Figure 1. M1 wires (run 1).
Drawn at 6 px/um. Supply wires on this layer in gray.
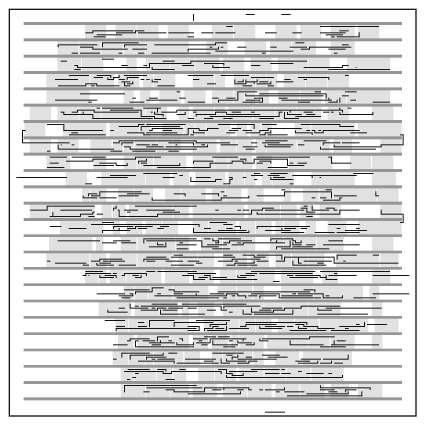
Figure 2. Cell outlines without signal wires (run 1).
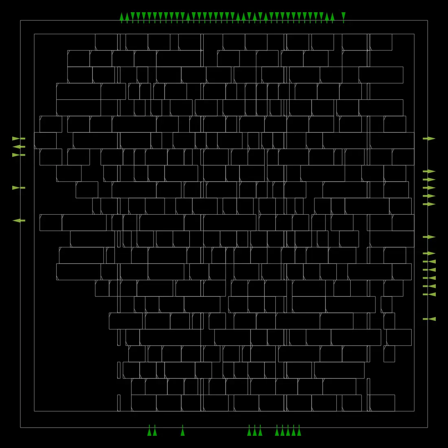
Figure 3. Cell area per tile (run 1).
Drawn at 6 px/um. The die is cut into 7 by 7 equal tiles; dark blue is low, red is high, 0 to 100% covered.
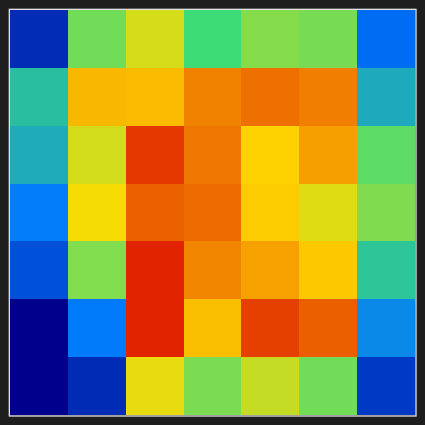
Figure 4. Wires at chosen ports, followed through buffers (run 1).
Drawn at 4 px/um.
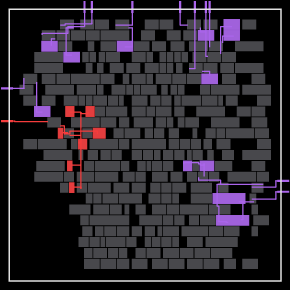
--- config.mk ---
export PLATFORM = sky130hd
export DESIGN_NAME = rr_burst_scheduler
export DESIGN_NICKNAME = d
export VERILOG_FILES = /design/src/rtl/rr_burst_scheduler_pkg.sv /design/src/rtl/rr_burst_scheduler_pick4.sv /design/src/rtl/rr_burst_scheduler.sv
export SDC_FILE = /design/constraint.sdc
export NUM_CORES = 1
export LEC_CHECK = 0
export ABC_AREA = 0
export CAP_MARGIN = 40
export CORE_MARGIN = 2
export CORE_UTILIZATION = 37
export CTS_CLUSTER_SIZE = 12
export DETAILED_ROUTE_END_ITERATION = 7
export PLACE_DENSITY = 0.75
export SYNTH_ARGS = -nofsm -noshare
export SYNTH_HDL_FRONTEND = slang
export SYNTH_SLANG_ARGS = --single-unit
--- constraint.sdc ---
create_clock -name clk -period 3.4 [get_ports clk]
set_clock_uncertainty 0.05 [all_clocks]
set_input_delay 0.68 -clock clk [delete_from_list [all_inputs] [get_ports clk]]
set_output_delay 0.68 -clock clk [all_outputs]
set_load 0.02 [all_outputs]
--- src/rtl/rr_burst_scheduler_pkg.sv ---
// Shared constants for the 4x4 switch round-robin burst scheduler.
package rr_burst_scheduler_pkg;

  localparam int N_PORTS     = 4;
  localparam int DEF_DATA_W  = 10;
  localparam int DEF_DEST_HI = DEF_DATA_W - 1;
  localparam int DEF_DEST_LO = DEF_DATA_W - 2;

  localparam logic [0:0] IDLE  = 1'b0;
  localparam logic [0:0] BURST = 1'b1;

  function automatic logic [N_PORTS-1:0] onehot4(input logic [1:0] idx);
    logic [N_PORTS-1:0] oh;
    oh      = 4'b0000;
    oh[idx] = 1'b1;
    return oh;
  endfunction

endpackage

--- src/rtl/rr_burst_scheduler_pick4.sv ---
// Rotating-priority encoder: first requester after ptr wins, ptr itself is checked last.
module rr_pick4
  import rr_burst_scheduler_pkg::*;
(
  input  logic [3:0] req,
  input  logic [1:0] ptr,
  output logic [3:0] gnt,
  output logic [1:0] gnt_idx,
  output logic       any
);

  // Scan ptr+1, ptr+2, ptr+3, ptr (mod 4) and latch the first hit
  always_comb begin
    logic [1:0] idx_s;
    logic       take_s;
    gnt     = 4'b0000;
    gnt_idx = 2'd0;
    any     = 1'b0;
    idx_s   = 2'd0;
    take_s  = 1'b0;
    for (int k = 1; k <= 4; k++) begin
      idx_s   = ptr + 2'(k);
      take_s  = req[idx_s] & ~any;
      gnt_idx = take_s ? idx_s : gnt_idx;
      gnt     = gnt | (take_s ? onehot4(idx_s) : 4'b0000);
      any     = any | req[idx_s];
    end
  end

endmodule

--- src/rtl/rr_burst_scheduler.sv ---
// Round-robin burst scheduler: pops the 4 FWFT input FIFOs fairly (up to QUANTUM words
// per grant) and routes each word to the output FIFO named by its dest field.
module rr_burst_scheduler
  import rr_burst_scheduler_pkg::*;
#(
  parameter int DATA_W  = DEF_DATA_W,
  parameter int QUANTUM = 4,
  parameter int CNT_W   = 3
)(
  input  logic              clk,
  input  logic              reset,
  input  logic              enable,
  input  logic [3:0]        empty_in,
  input  logic [DATA_W-1:0] head_0,
  input  logic [DATA_W-1:0] head_1,
  input  logic [DATA_W-1:0] head_2,
  input  logic [DATA_W-1:0] head_3,
  input  logic [3:0]        almost_full_out,
  output logic [3:0]        pop_in,
  output logic [3:0]        push_out,
  output logic [DATA_W-1:0] data_out,
  output logic              busy
);

  localparam int               DHI      = DATA_W - 1;
  localparam int               DLO      = DATA_W - 2;
  localparam logic [CNT_W-1:0] CNT_LAST = CNT_W'(QUANTUM - 1);

  logic [DATA_W-1:0] head_s [N_PORTS];
  logic [3:0]        elig_s;
  logic [3:0]        pick_gnt_s;
  logic [1:0]        pick_idx_s;
  logic              pick_any_s;

  logic [0:0]        state_r;
  logic [0:0]        state_nxt_s;
  logic [1:0]        ptr_r;
  logic [1:0]        ptr_nxt_s;
  logic [CNT_W-1:0]  cnt_r;
  logic [CNT_W-1:0]  cnt_nxt_s;
  logic [1:0]        sel_s;
  logic              pop_any_s;

  assign head_s[0] = head_0;
  assign head_s[1] = head_1;
  assign head_s[2] = head_2;
  assign head_s[3] = head_3;

  // A port may pop only if its head's destination can take one more word
  always_comb begin
    elig_s = 4'b0000;
    for (int i = 0; i < N_PORTS; i++) begin
      elig_s[i] = enable & ~empty_in[i] & ~almost_full_out[head_s[i][DHI:DLO]];
    end
  end

  rr_pick4 u_pick (
    .req     (elig_s),
    .ptr     (ptr_r),
    .gnt     (pick_gnt_s),
    .gnt_idx (pick_idx_s),
    .any     (pick_any_s)
  );

  // Grant FSM: continue the current burst, rotate on exhaustion/ineligibility, or fall idle
  always_comb begin
    state_nxt_s = state_r;
    ptr_nxt_s   = ptr_r;
    cnt_nxt_s   = cnt_r;
    sel_s       = ptr_r;
    pop_any_s   = 1'b0;
    case (state_r)
      IDLE: begin
        if (pick_any_s) begin
          sel_s       = pick_idx_s;
          pop_any_s   = 1'b1;
          ptr_nxt_s   = pick_idx_s;
          cnt_nxt_s   = {CNT_W{1'b0}};
          state_nxt_s = BURST;
        end else begin
          state_nxt_s = IDLE;
        end
      end
      BURST: begin
        if (elig_s[ptr_r] && (cnt_r < CNT_LAST)) begin
          sel_s     = ptr_r;
          pop_any_s = 1'b1;
          cnt_nxt_s = cnt_r + CNT_W'(1);
        end else if (pick_any_s) begin
          // the picker visits ptr last, so ptr is re-granted only when it is alone
          sel_s     = pick_idx_s;
          pop_any_s = 1'b1;
          ptr_nxt_s = pick_idx_s;
          cnt_nxt_s = {CNT_W{1'b0}};
        end else begin
          state_nxt_s = IDLE;
        end
      end
      default: begin
        state_nxt_s = IDLE;
      end
    endcase
  end

  assign pop_in = (pop_any_s && !reset) ? onehot4(sel_s) : 4'b0000;

  // FSM state, rotation pointer and burst counter
  always_ff @(posedge clk) begin
    if (reset) begin
      state_r <= IDLE;
      ptr_r   <= 2'd3;
      cnt_r   <= {CNT_W{1'b0}};
    end else begin
      state_r <= state_nxt_s;
      ptr_r   <= ptr_nxt_s;
      cnt_r   <= cnt_nxt_s;
    end
  end

  // Output stage: the popped head is pushed one cycle later; data_out holds between pushes
  always_ff @(posedge clk) begin
    if (reset) begin
      push_out <= 4'b0000;
      data_out <= {DATA_W{1'b0}};
    end else if (pop_any_s) begin
      push_out <= onehot4(head_s[sel_s][DHI:DLO]);
      data_out <= head_s[sel_s];
    end else begin
      push_out <= 4'b0000;
    end
  end

  assign busy = (state_r == BURST);

endmodule

==> impl_metrics.csv, run 1 <==
group,metric,value,unit
global_route,track_usage,22.8,%
synthesis,ys_types,56,
synthesis,synthCells,164,
cells_and_area,seq_area,400,sq um
floorplan,fp_util,37.9,%
power_and_ir_drop,netSwitchingFraction,36.6,%
global_route,grt_busiest_layer,"met2",
floorplan,die_area,0.00456,sq mm
setup_path,ff2ff_path_depth,10,
synthesis,edf_count,0,
clock_network,clock_latency,0.26,ns
sta,setup_ws,-0.0268,ns
place,dpl_cell_area,0.00249,sq mm
floorplan,io_pins,70,
clock_network,htree_levels,1,
global_route,gr-usage-met2,37.3,%
sta,relSlewSlack,53.0,%
synthesis,ys_seq_share,26.8,%
route,drt_wl_total,5550,um
cells_and_area,finalNetCount,333,
synthesis,synth_flops,20,
sta,fin_crit,3.43,ns
clock_network,cts_root_buf,"clkbuf_8",
sta,rsz0062_at_grt,"true",
sta,setup_viol,4,
setup_path,arrival,2.70,ns
clock_network,cts.sinks,20,
synthesis,yosys_area,0.00149,sq mm
status,violations,"setup timing",
global_route,grt_use_met1,30.1,%
power_and_ir_drop,pwr-share-seq,26.5,%
place,hpwl,3660,um
power_and_ir_drop,clock_power_share,16.8,%
sta,hold_viol_final,0,
setup_path,cp-end-kind,"output port",
route,wl_per_cell,16.8,um
cells_and_area,logic_area,0.00121,sq mm
route,routed_via_density,5.55,
global_route,grt_pass1_wl,7940,um
floorplan,num_rows,23,
place,place_congestion,0.857,
setup_path,critPathTopFamily,"simple AND/OR/NAND/NOR gates",
synthesis,avgSynthCellArea,9.11,sq um
floorplan,chipHeight,67.5,um
power_and_ir_drop,ir_drop,0.000313,V
setup_path,startpoint_type,"primary input",
global_route,grt_max_degree,12,
setup_path,critical_path_depth,12,
route,vias,1832,
clock_network,cts_tree,"done",
route,first_iter_violations,82,
synthesis,yosys_warnings,0,
sta,period_used_share,101,%
setup_path,cp.required,2.67,ns
clock_network,postCtsHoldBufs,0,
sta,worstMarginPinSlew,0.704,ns
sta,max_freq,292,MHz
route,first_pass_iters,4,
global_route,grt_overflow_total,0,
cells_and_area,lay_top_count,"clkdlybuf4s50_1",
setup_path,cp_max_fo,4,
synthesis,yosysCellCount,164,
setup_path,max_stage_delay,0.42,ns
setup_path,path_buffers,5,
cells_and_area,finalInstanceArea,0.00281,sq mm
synthesis,syn_nets,216,
global_route,antenna_found_initial,0,
route,route.detailed.drc,0,
clock_network,numCtsBuffers,3,
power_and_ir_drop,p_leak,1.17,nW
power_and_ir_drop,power_density,387,mW/mm^2
setup_path,crit_slowest_cell,"or3b_4",
cells_and_area,areaGrowthSynthToFinish,88.0,%
place,io_buffers,69,
setup_path,crit_chain,"clkbuf_2 -> or3b_4 -> o22ai_4 -> buf_4 -> buf_6 -> nor3_2 -> a2111oi_4 -> buf_4 -> nand3_4 -> nand2_4 -> nor2_4 -> buf_6",
synthesis,ys_async_sr_fraction,0,%
clock_network,path_clk_slew,0.07,ns
cells_and_area,drive_above_1_share,41.4,%
floorplan,core_area,0.00394,sq mm
power_and_ir_drop,p_sw,398,uW
floorplan,die_w,67.5,um
sta,finalMaxSlewViolations,0,
power_and_ir_drop,power.internal,688,uW
cells_and_area,antenna_cells,0,
clock_network,cts_buffer_depth,2,
power_and_ir_drop,combPwrFrac,56.7,%
status,run_status,"finished with violations",
min_path,min_path_cells,1,
cells_and_area,final_cell_mix,"clkdlybuf4s50_1, buf_4, dfxtp_1, buf_6",
global_route,grtUsageMet3,3.67,%
job,max-cap-violations,0,
min_path,min_path_type,"reg -> reg",
route,ant_nets,0,
setup_path,path_class,"in -> out",
job,warnings,27,
power_and_ir_drop,finalPower,1.09,mW
synthesis,ff_type,"dfxtp_1",
global_route,grt_pass1_vias,1721,
synthesis,synth_area,0.00149,sq mm
sta,setup-tns-final,-0.0713,ns
-- Figure 1 (at the start) --
301 nets have wire on it. The longest straight run is 27.6 um. The wires run mostly horizontal. The layer holds 41% of the routed length. The layer carries 2300 um of wire.

-- Figure 2 (at the start) --
Filler Cell Count: 289
final core occ: 71.2%
flop share of the area: 14.3%
Flop Count: 20

-- Figure 3 (at the start) --
The densest ninth of the die: center. 41% of the tiles are over 75% full. The mean over all tiles is 60%. 4.1% of the tiles are nearly empty. The fullest tile reaches 96%. The emptiest ninth of the die: lower left.

-- Figure 4 (at the start) --
Key: `reset` = red [bits 1, direction input, edge left, end cells 7, buffers 2, wire 56.2 um]; `head_1` = purple [bits 10, direction input, edge 7 top, 2 right, 1 left, end cells 12, buffers 11, wire 197 um]

==> run 1: power by group through the flow <==
stage / clock network, mW / registers, mW / logic, mW
floorplan: 0 / 0.323 / 0.269
global placement: 0 / 0.292 / 0.525
detailed placement: 0 / 0.292 / 0.530
CTS: 0.186 / 0.288 / 0.573
global route: 0.198 / 0.292 / 0.656
finish: 0.182 / 0.288 / 0.615
==> run 1: cell families (layout without fill, tap and decap cells) <==
kind of cell               after synthesis  count (layout)  synth area share, %
muxes                                   17              17                 14.9
and+or+nand+nor                         58              58                 23.8
buffers and inverters                    9             125                 3.27
adders and majority gates                1               1                0.837
DFF                                     20              20                 26.8
AOI/OAI and AO/OA                       59              59                 30.4
==> run 1: layer usage <==
metal	wire (um)	share of wire [%]	up-vias
met5	0	0	-
met4	161	2.9	0
met3	221	4.0	20
met2	2870	52	60
met1	2300	41	864
li1	-	-	888
==> run 1: cells in the mapped netlist (all sizes together), types with 2 or more instances <==
cell type	count	area [sq um]
dfxtp	20	400
a21oi	14	70.1
nor2	14	52.6
nand3	13	77.6
mux2	12	135
o21ai	11	55.1
a221o	8	80.1
and3	5	31.3
clkbuf	4	15.0
nand2	4	22.5
nand2b	4	25.0
a211oi	3	27.5
a21o	3	25.0
buf	3	26.3
mux4	3	67.6
or2	3	18.8
or3	3	18.8
a2111oi	2	36.3
a211o	2	17.5
a22oi	2	15.0
inv	2	7.51
mux2i	2	20.0
nor3	2	21.3
o2111ai	2	17.5
or3b	2	17.5
==> run 1: area by class of cell <==
type                            instances  share of cell area, %
Timing Repair Buffer                  119                   38.2
Tap cell                               50                   2.23
Sequential cell                        20                   14.3
Inverter                                2                  0.267
Clock buffer                            4                   1.96
Multi-Input combinational cell        135                   43.1
==> run 1: worst paths after layout <==
| path | start | end | slack (ns) |
|---|---|---|---|
| hold / removal | data_out[8] | data_out[8] | 0.43 |
| setup / recovery | empty_in[3] | pop_in[1] | -0.03 |
| hold reg to reg | data_out[8] | data_out[8] | 0.43 |
| setup reg to reg | ptr_r[1] | data_out[8] | 0.33 |
==> run 1: registers in the layout, summed over array words and instances (netlist names) <==
signal    flops
cnt_r         3
busy          1
push_out      4
ptr_r         2
data_out     10
==> run 1: through the flow <==
stage / utilization (%) / cells / setup WS, ns / hold WS (ns)
2_1_floorplan: - / 164 / 0.00240 / 0.407
3_3_place_gp: 63.1 / 313 / -0.857 / 0.409
3_5_place_dp: 63.1 / 313 / -0.890 / 0.420
4_1_cts: 68.2 / 322 / 0.0142 / 0.437
5_1_grt: 71.2 / 330 / -0.109 / 0.451
6_report: 71.2 / 330 / -0.0268 / 0.432
==> run 1: timing repair <==
| action | CTS | global route |
|---|---|---|
| setup buffers | 5 | 10 |
| gates cloned | 0 | 0 |
| setup endpoints to repair | 17 | 8 |
| pin swaps | 14 | 18 |
| gates resized | 92 | 33 |
==> run 2, diff against run 1 <==
Settings changed: CELL_PAD_IN_SITES_DETAIL_PLACEMENT from default to 0, CELL_PAD_IN_SITES_GLOBAL_PLACEMENT from default to 1, CORE_UTILIZATION 37 to 27, PLACE_DENSITY 0.75 to 0.76.
Figure 5. Cell area per tile (run 2).
Drawn at 4 px/um. The die is cut into 8 by 8 equal tiles; dark blue is low, red is high, 0 to 100% covered.
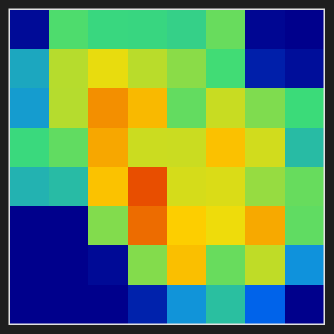
core box area: 0.00544 sq mm
Core Density at Floorplan: 27.5%
final core occ: 53.8%

==> run 2 against run 1 <==
The flow now finishes without violations. Critical path depth decreased by 1. First-iteration DRC count decreased by 1.2%. Synthesized cell count unchanged. Total power increased by 6.8%. Setup slack improved by 0.048 ns. Count of clock-buffer cells in the layout decreased by 1. Critical endpoint is now pop_in[3].
==> impl_metrics.csv, run 2 <==
group,metric,value,unit
status,run_status,"complete, no violations",
synthesis,syn_nets,216,
clock_network,cts_tree,"done",
synthesis,synth_area,0.00149,sq mm
synthesis,top_cell,"dfxtp_1",
job,warnings,27,
cells_and_area,final_cell_mix,"buf_4, clkdlybuf4s50_1, dfxtp_1, nand3_1, buf_6",
synthesis,ff_type,"dfxtp_1",
setup_path,crit_top_cell,"buf_6",
clock_network,cts.sinks,20,
power_and_ir_drop,netSwitchingFraction,35.0,%
route,ant_nets,0,
setup_path,regToRegSetupSlack,0.52,ns
setup_path,crit_chain,"dlygate4sd2_1 -> mux4_2 -> nor3b_4 -> buf_6 -> and3_4 -> nor3_4 -> buf_4 -> a31o_2 -> nand3_4 -> nor2_4 -> buf_6",
floorplan,chipHeight,78.4,um
setup_path,arrival,2.65,ns
global_route,antenna_found_initial,0,
sta,fin_crit,3.38,ns
setup_path,crit_slowest_cell,"nor3_4",
synthesis,ys_seq_share,26.8,%
setup_path,max_stage_delay,0.32,ns
route,routed_via_density,5.20,
sta,relSlewSlack,46.1,%
synthesis,yosysCellCount,164,
clock_network,path_clk_slew,0.08,ns
synthesis,top_cell_area_share,26.8,%
place,io_buffers,69,
sta,rsz0062_at_grt,"true",
min_path,min_path_type,"reg -> reg",
sta,setup_viol,0,
synthesis,yosys_area,0.00149,sq mm
cells_and_area,drive_above_1_share,43.2,%
global_route,grt_max_degree,13,
job,max-cap-violations,0,
clock_network,htree_levels,1,
clock_network,clock_latency,0.26,ns
floorplan,die_area,0.00614,sq mm
synthesis,top_area_cell,"dfxtp_1",
synthesis,common_cells,"dfxtp_1, a21oi_1, nor2_1",
route,first_pass_iters,4,
power_and_ir_drop,ir_drop,0.000325,V
floorplan,die_w,78.4,um
place,hpwl,3870,um
clock_network,cts_root_buf,"clkbuf_8",
route,vias,1855,
cells_and_area,largest_register_ffs,10,
power_and_ir_drop,power.internal,754,uW
synthesis,synth_flops,20,
global_route,track_usage,18.2,%
sta,max_freq,296,MHz
cells_and_area,seq_area,400,sq um
sta,hold_viol_final,0,
place,pre_cts_ws,-0.893,ns
sta,setup_ws,0.0208,ns
synthesis,yosys_warnings,0,
sta,finalMaxSlewViolations,0,
power_and_ir_drop,combPwrFrac,54.5,%
power_and_ir_drop,p_sw,406,uW
power_and_ir_drop,finalPower,1.16,mW
setup_path,cp-end-kind,"output port",
synthesis,ys_async_sr_fraction,0,%
synthesis,edf_count,0,
floorplan,io_pins,70,
route,first_iter_violations,81,
clock_network,numCtsBuffers,3,
power_and_ir_drop,power_density,397,mW/mm^2
cells_and_area,finalNetCount,338,
setup_path,path_class,"in -> out",
cells_and_area,finalInstanceArea,0.00293,sq mm
power_and_ir_drop,pwr-share-seq,24.5,%
cells_and_area,reg_top3,"data_out (10), push_out (4), cnt_r (3)",
cells_and_area,fill_cells,481,
synthesis,ys_types,56,
global_route,grt_pass1_wl,9040,um
setup_path,path_buffers,4,
cells_and_area,antenna_cells,0,
global_route,grt_overflow_total,0,
global_route,grt_pass1_vias,1900,
route,route.detailed.drc,0,
cells_and_area,logic_area,0.00124,sq mm
route,drt_wl_total,5620,um
cells_and_area,areaGrowthSynthToFinish,95.9,%
setup_path,cp.required,2.67,ns
cells_and_area,lay_top_count,"buf_4",
place,place_congestion,0.837,
sta,period_used_share,99.4,%
route,wl_per_cell,15.8,um
setup_path,startpoint_type,"primary input",
power_and_ir_drop,p_leak,1.20,nW
setup_path,critPathTopFamily,"simple AND/OR/NAND/NOR gates",
sta,worstMarginPinSlew,0.807,ns
synthesis,topCellsByArea,"dfxtp_1, mux2_2, a221o_1",
place,dpl_cell_area,0.00250,sq mm
synthesis,synthCells,164,
clock_network,cts_buffer_depth,2,
power_and_ir_drop,clock_power_share,21.0,%
cells_and_area,largest_register,"data_out",
setup_path,cp_max_fo,6,
synthesis,avgSynthCellArea,9.11,sq um
Figure 6. Cell outlines without signal wires (run 2).
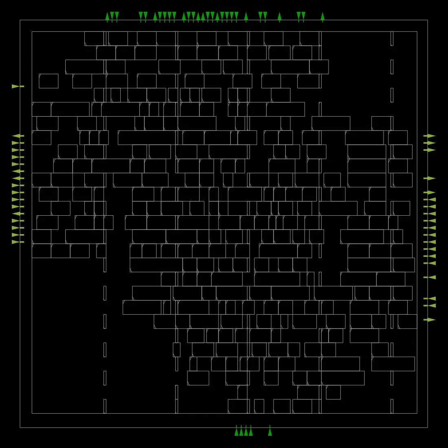
num rows: 27
non-filler cells, final: 357

[run 2: cell types whose count changed in the layout (fill, tap and decap cells not counted), sizes merged]
cell	delta
buf	+4
bufinv	+1
clkbuf	-2
clkdlybuf4s15	+1
dlygate4sd2	+1
[run 2: power by group through the flow]
stage	combinational, mW	sequential, mW	clock (mW)
after CTS	0.591	0.284	0.251
after global placement	0.535	0.289	0
final	0.633	0.284	0.244
after floorplan	0.269	0.323	0
after global routing	0.680	0.289	0.265
after detailed placement	0.537	0.289	0
[run 2: cells by family after synthesis]
group | share of synthesized area, %
AND-OR/OR-AND | 30.4
AND/OR/NAND/NOR | 23.8
flip-flops | 26.8
multiplexers | 14.9
buffers and inverters | 3.27
adder cells (fa/ha/maj) | 0.837
[run 2: worst reg2reg max path, stage by stage (launching register included)]
cell and delay (ns):
dfxtp_1 0.38, inv_1 0.18, nor2_1 0.36, a21oi_4 0.11
a2111oi_4 0.35, buf_4 0.18, nand3_4 0.07, nand2_4 0.11
buf_8 0.16, mux4_2 0.58, a22o_1 0.25
[run 2: final cells by class]
type	instances	share of cell area, %
repair buffers	124	38.0
inverters	2	0.257
multi-input cells	135	42.5
clock buffers	3	1.41
well taps	72	3.08
flip-flops and latches	20	13.7
clock inverters	1	1.03
[run 2: routing by layer]
| metal | part of all wire, % | GRT usage [%] | wire [um] | vias up |
|---|---|---|---|---|
| li1 | - | - | - | 899 |
| met1 | 43 | 22.3 | 2400 | 892 |
| met2 | 52 | 33.0 | 2900 | 59 |
| met3 | 5.5 | 4.25 | 307 | 5 |
| met4 | 0.27 | 2.98 | 15 | 0 |
| met5 | 0 | 0 | 0 | - |
[run 2: timing repair]
item | 4_1_cts | 5_1_grt
hold buffers | 0 | 0
resized | 86 | 37
buffers inserted | 12 | 8
pin swaps | 18 | 17
cloned | 0 | 0
endpoints found under the setup margin | 17 | 9
[run 2: worst paths after layout]
check / to / start / cells after the start
setup / recovery: pop_in[3] / head_2[9] / 11
hold / removal: data_out[8] / data_out[8] / 1
setup reg to reg: data_out[8] / ptr_r[1] / 10
hold reg to reg: data_out[8] / data_out[8] / 1
[run 2: metrics by stage]
stage / utilization [%] / cells / setup TNS, ns / hold WS (ns)
3_3_place_gp: 46.0 / 333 / -9.70 / 0.419
6_report: 53.8 / 357 / 0 / 0.435
5_1_grt: 53.8 / 357 / -0.106 / 0.474
2_1_floorplan: - / 164 / 0 / 0.407
3_5_place_dp: 46.0 / 333 / -10.28 / 0.420
4_1_cts: 50.7 / 349 / 0 / 0.440
==> run 3, diff against run 2 <==
Settings changed: CAP_MARGIN 40 to 20, RECOVER_POWER from default to 100.
Figure 7. M1 wires (run 3).
Drawn at 6 px/um. Supply wires on this layer in gray.
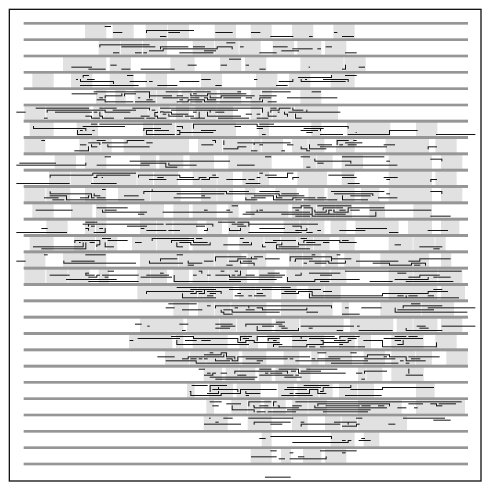
307 nets have wire on it. The layer carries 2400 um of wire. The wires run mostly horizontal.

==> run 3 against run 2 <==
Global-route usage is the same. Sequential power is essentially flat. First-iteration DRC count grew 15%. Highest routed layer unchanged. Critical path depth is the same.
==> impl_metrics.csv, run 3 <==
group,metric,value,unit
status,run_status,"complete, no violations",
sta,finalMaxSlewViolations,0,
cells_and_area,finalInstanceArea,0.00293,sq mm
power_and_ir_drop,power_density,393,mW/mm^2
synthesis,yosys_area,0.00149,sq mm
global_route,grt_max_degree,13,
place,place_congestion,0.837,
synthesis,top_cell_area_share,26.8,%
sta,fin_crit,3.38,ns
job,warnings,27,
cells_and_area,finalNetCount,338,
route,routed_via_density,5.21,
synthesis,ys_sh_mux,14.9,%
floorplan,chipHeight,78.4,um
synthesis,synthCells,164,
clock_network,postCtsHoldBufs,0,
synthesis,adder_share,0.838,%
route,wl_per_cell,15.7,um
setup_path,path_class,"in -> out",
route,first_iter_violations,93,
cells_and_area,drive_above_1_share,42.8,%
sta,hold_viol_final,0,
synthesis,ys_sh_aoi,30.4,%
setup_path,r2r_end,"data_out[8]",
job,max-cap-violations,0,
clock_network,numCtsBuffers,3,
power_and_ir_drop,clock_power_share,21.2,%
global_route,grt_pass1_wl,9040,um
sta,rsz0062_at_grt,"true",
cells_and_area,areaGrowthSynthToFinish,95.8,%
floorplan,num_rows,27,
cells_and_area,final_cell_mix,"buf_4, clkdlybuf4s50_1, dfxtp_1, dlygate4sd3_1",
synthesis,synth_flops,20,
cells_and_area,layout.cells.non_filler,357,
setup_path,ff2ff_path_depth,10,
synthesis,ff_type,"dfxtp_1",
clock_network,htree_levels,1,
cells_and_area,lay_top_count,"buf_4",
min_path,min_path_cells,1,
floorplan,die_w,78.4,um
cells_and_area,reg_top3,"data_out (10), push_out (4), cnt_r (3)",
power_and_ir_drop,p_leak,1.24,nW
route,drt_wl_total,5620,um
power_and_ir_drop,combPwrFrac,54.2,%
power_and_ir_drop,p_sw,406,uW
synthesis,avgSynthCellArea,9.11,sq um
global_route,grt_pass1_vias,1900,
synthesis,logic_family,"AND-OR/OR-AND gates",
power_and_ir_drop,power.internal,744,uW
sta,max_freq,296,MHz
setup_path,regToRegStartpoint,"ptr_r[1]",
route,route.detailed.drc,0,
sta,period_used_share,99.5,%
synthesis,topCellsByArea,"dfxtp_1, mux2_2, a221o_1",
floorplan,io_pins,70,
synthesis,ys_sh_simple,23.8,%
sta,setup_viol,0,
synthesis,synth_area,0.00149,sq mm
setup_path,arrival,2.65,ns
clock_network,cts_tree,"done",
clock_network,path_clk_slew,0.08,ns
synthesis,common_cells,"dfxtp_1, a21oi_1, nor2_1",
min_path,min_from,"data_out[8]",
place,hpwl,3870,um
power_and_ir_drop,pwr-share-seq,24.6,%
setup_path,cp-end-kind,"output port",
clock_network,cts_root_buf,"clkbuf_8",
synthesis,yosys_warnings,0,
setup_path,regToRegSetupSlack,0.52,ns
clock_network,clock_latency,0.26,ns
power_and_ir_drop,ir_drop,0.000322,V
clock_network,cts_buffer_depth,2,
setup_path,cp_max_fo,6,
place,io_buffers,69,
cells_and_area,antenna_cells,0,
floorplan,die_area,0.00614,sq mm
Figure 8. Placement by cell class (run 3).
Drawn at 4 px/um.
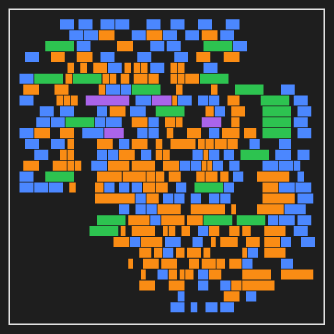
Key: all other logic = orange [cells 137]; flip-flops = green [cells 20]; other buffers and delay cells = blue [cells 124]; clock drivers and dummy loads = purple [cells 4]

-- run 3: logic make-up (layout without fill, tap and decap cells) --
group,after synthesis,in the layout
AOI/OAI and AO/OA,59,59
and+or+nand+nor,58,58
buffers and inverters,9,130
DFF,20,20
adders and majority gates,1,1
muxes,17,17
-- run 3: critical path: stages --
cell,delay (ns)
dlygate4sd2_1,0.27
mux4_2,0.26
nor3b_4,0.05
buf_6,0.13
and3_4,0.18
nor3_4,0.32
buf_4,0.18
a31o_2,0.18
nand3_4,0.11
nor2_4,0.15
buf_6,0.13
-- run 3: stage by stage --
| step | setup TNS, ns | total power [mW] | utilization [%] | setup slack (ns) | hold slack [ns] |
|---|---|---|---|---|---|
| global route | -0.106 | 1.22 | 53.8 | -0.0532 | 0.468 |
| detailed placement | -10.28 | 0.826 | 46.0 | -0.893 | 0.420 |
| global placement | -9.70 | 0.824 | 46.0 | -0.868 | 0.419 |
| floorplan | 0 | 0.591 | - | 0.00240 | 0.407 |
| finish | 0 | 1.15 | 53.8 | 0.0160 | 0.430 |
| CTS | 0 | 1.13 | 50.7 | 0.00261 | 0.440 |
-- run 3: worst max-delay path by stage --
stage,startpoint,to,slack [ns],cells after the start
after CTS,head_3[9],pop_in[3],0.003,10
after detailed placement,head_2[8],pop_in[2],-0.89,10
after global placement,head_2[8],pop_in[2],-0.87,10
after global routing,empty_in[2],pop_in[3],-0.05,10
final,head_2[9],pop_in[3],0.02,11
after floorplan,head_2[8],pop_in[0],0.002,8
-- run 3: power groups by stage --
stage	combinational [mW]	sequential, mW	clock, mW
6_report	0.623	0.283	0.243
5_1_grt	0.670	0.288	0.265
3_5_place_dp	0.537	0.289	0
3_3_place_gp	0.535	0.289	0
4_1_cts	0.591	0.284	0.251
2_1_floorplan	0.269	0.323	0
-- run 3: layout make-up --
cell class	instances	area [sq um]
clock buffer	3	41.3
clock inverter	1	30.0
fill	482	2510
inverter	2	7.51
multi-input combinational	135	1240
sequential	20	400
tap	72	90.1
timing repair buffer	124	1110
-- run 3: what timing repair did --
item | in CTS | in global routing
resized | 86 | 37
setup endpoints to repair | 17 | 9
pin swaps | 18 | 17
buffers inserted | 12 | 8
-- run 3: layer usage --
| metal | vias up | wire length (um) | global-route usage, % |
|---|---|---|---|
| met1 | 898 | 2400 | 22.3 |
| met2 | 58 | 2900 | 33.0 |
| li1 | 899 | - | - |
| met5 | - | 0 | 0 |
| met4 | 0 | 15 | 2.98 |
| met3 | 5 | 305 | 4.25 |
Power is estimated from default activity; no workload was simulated.
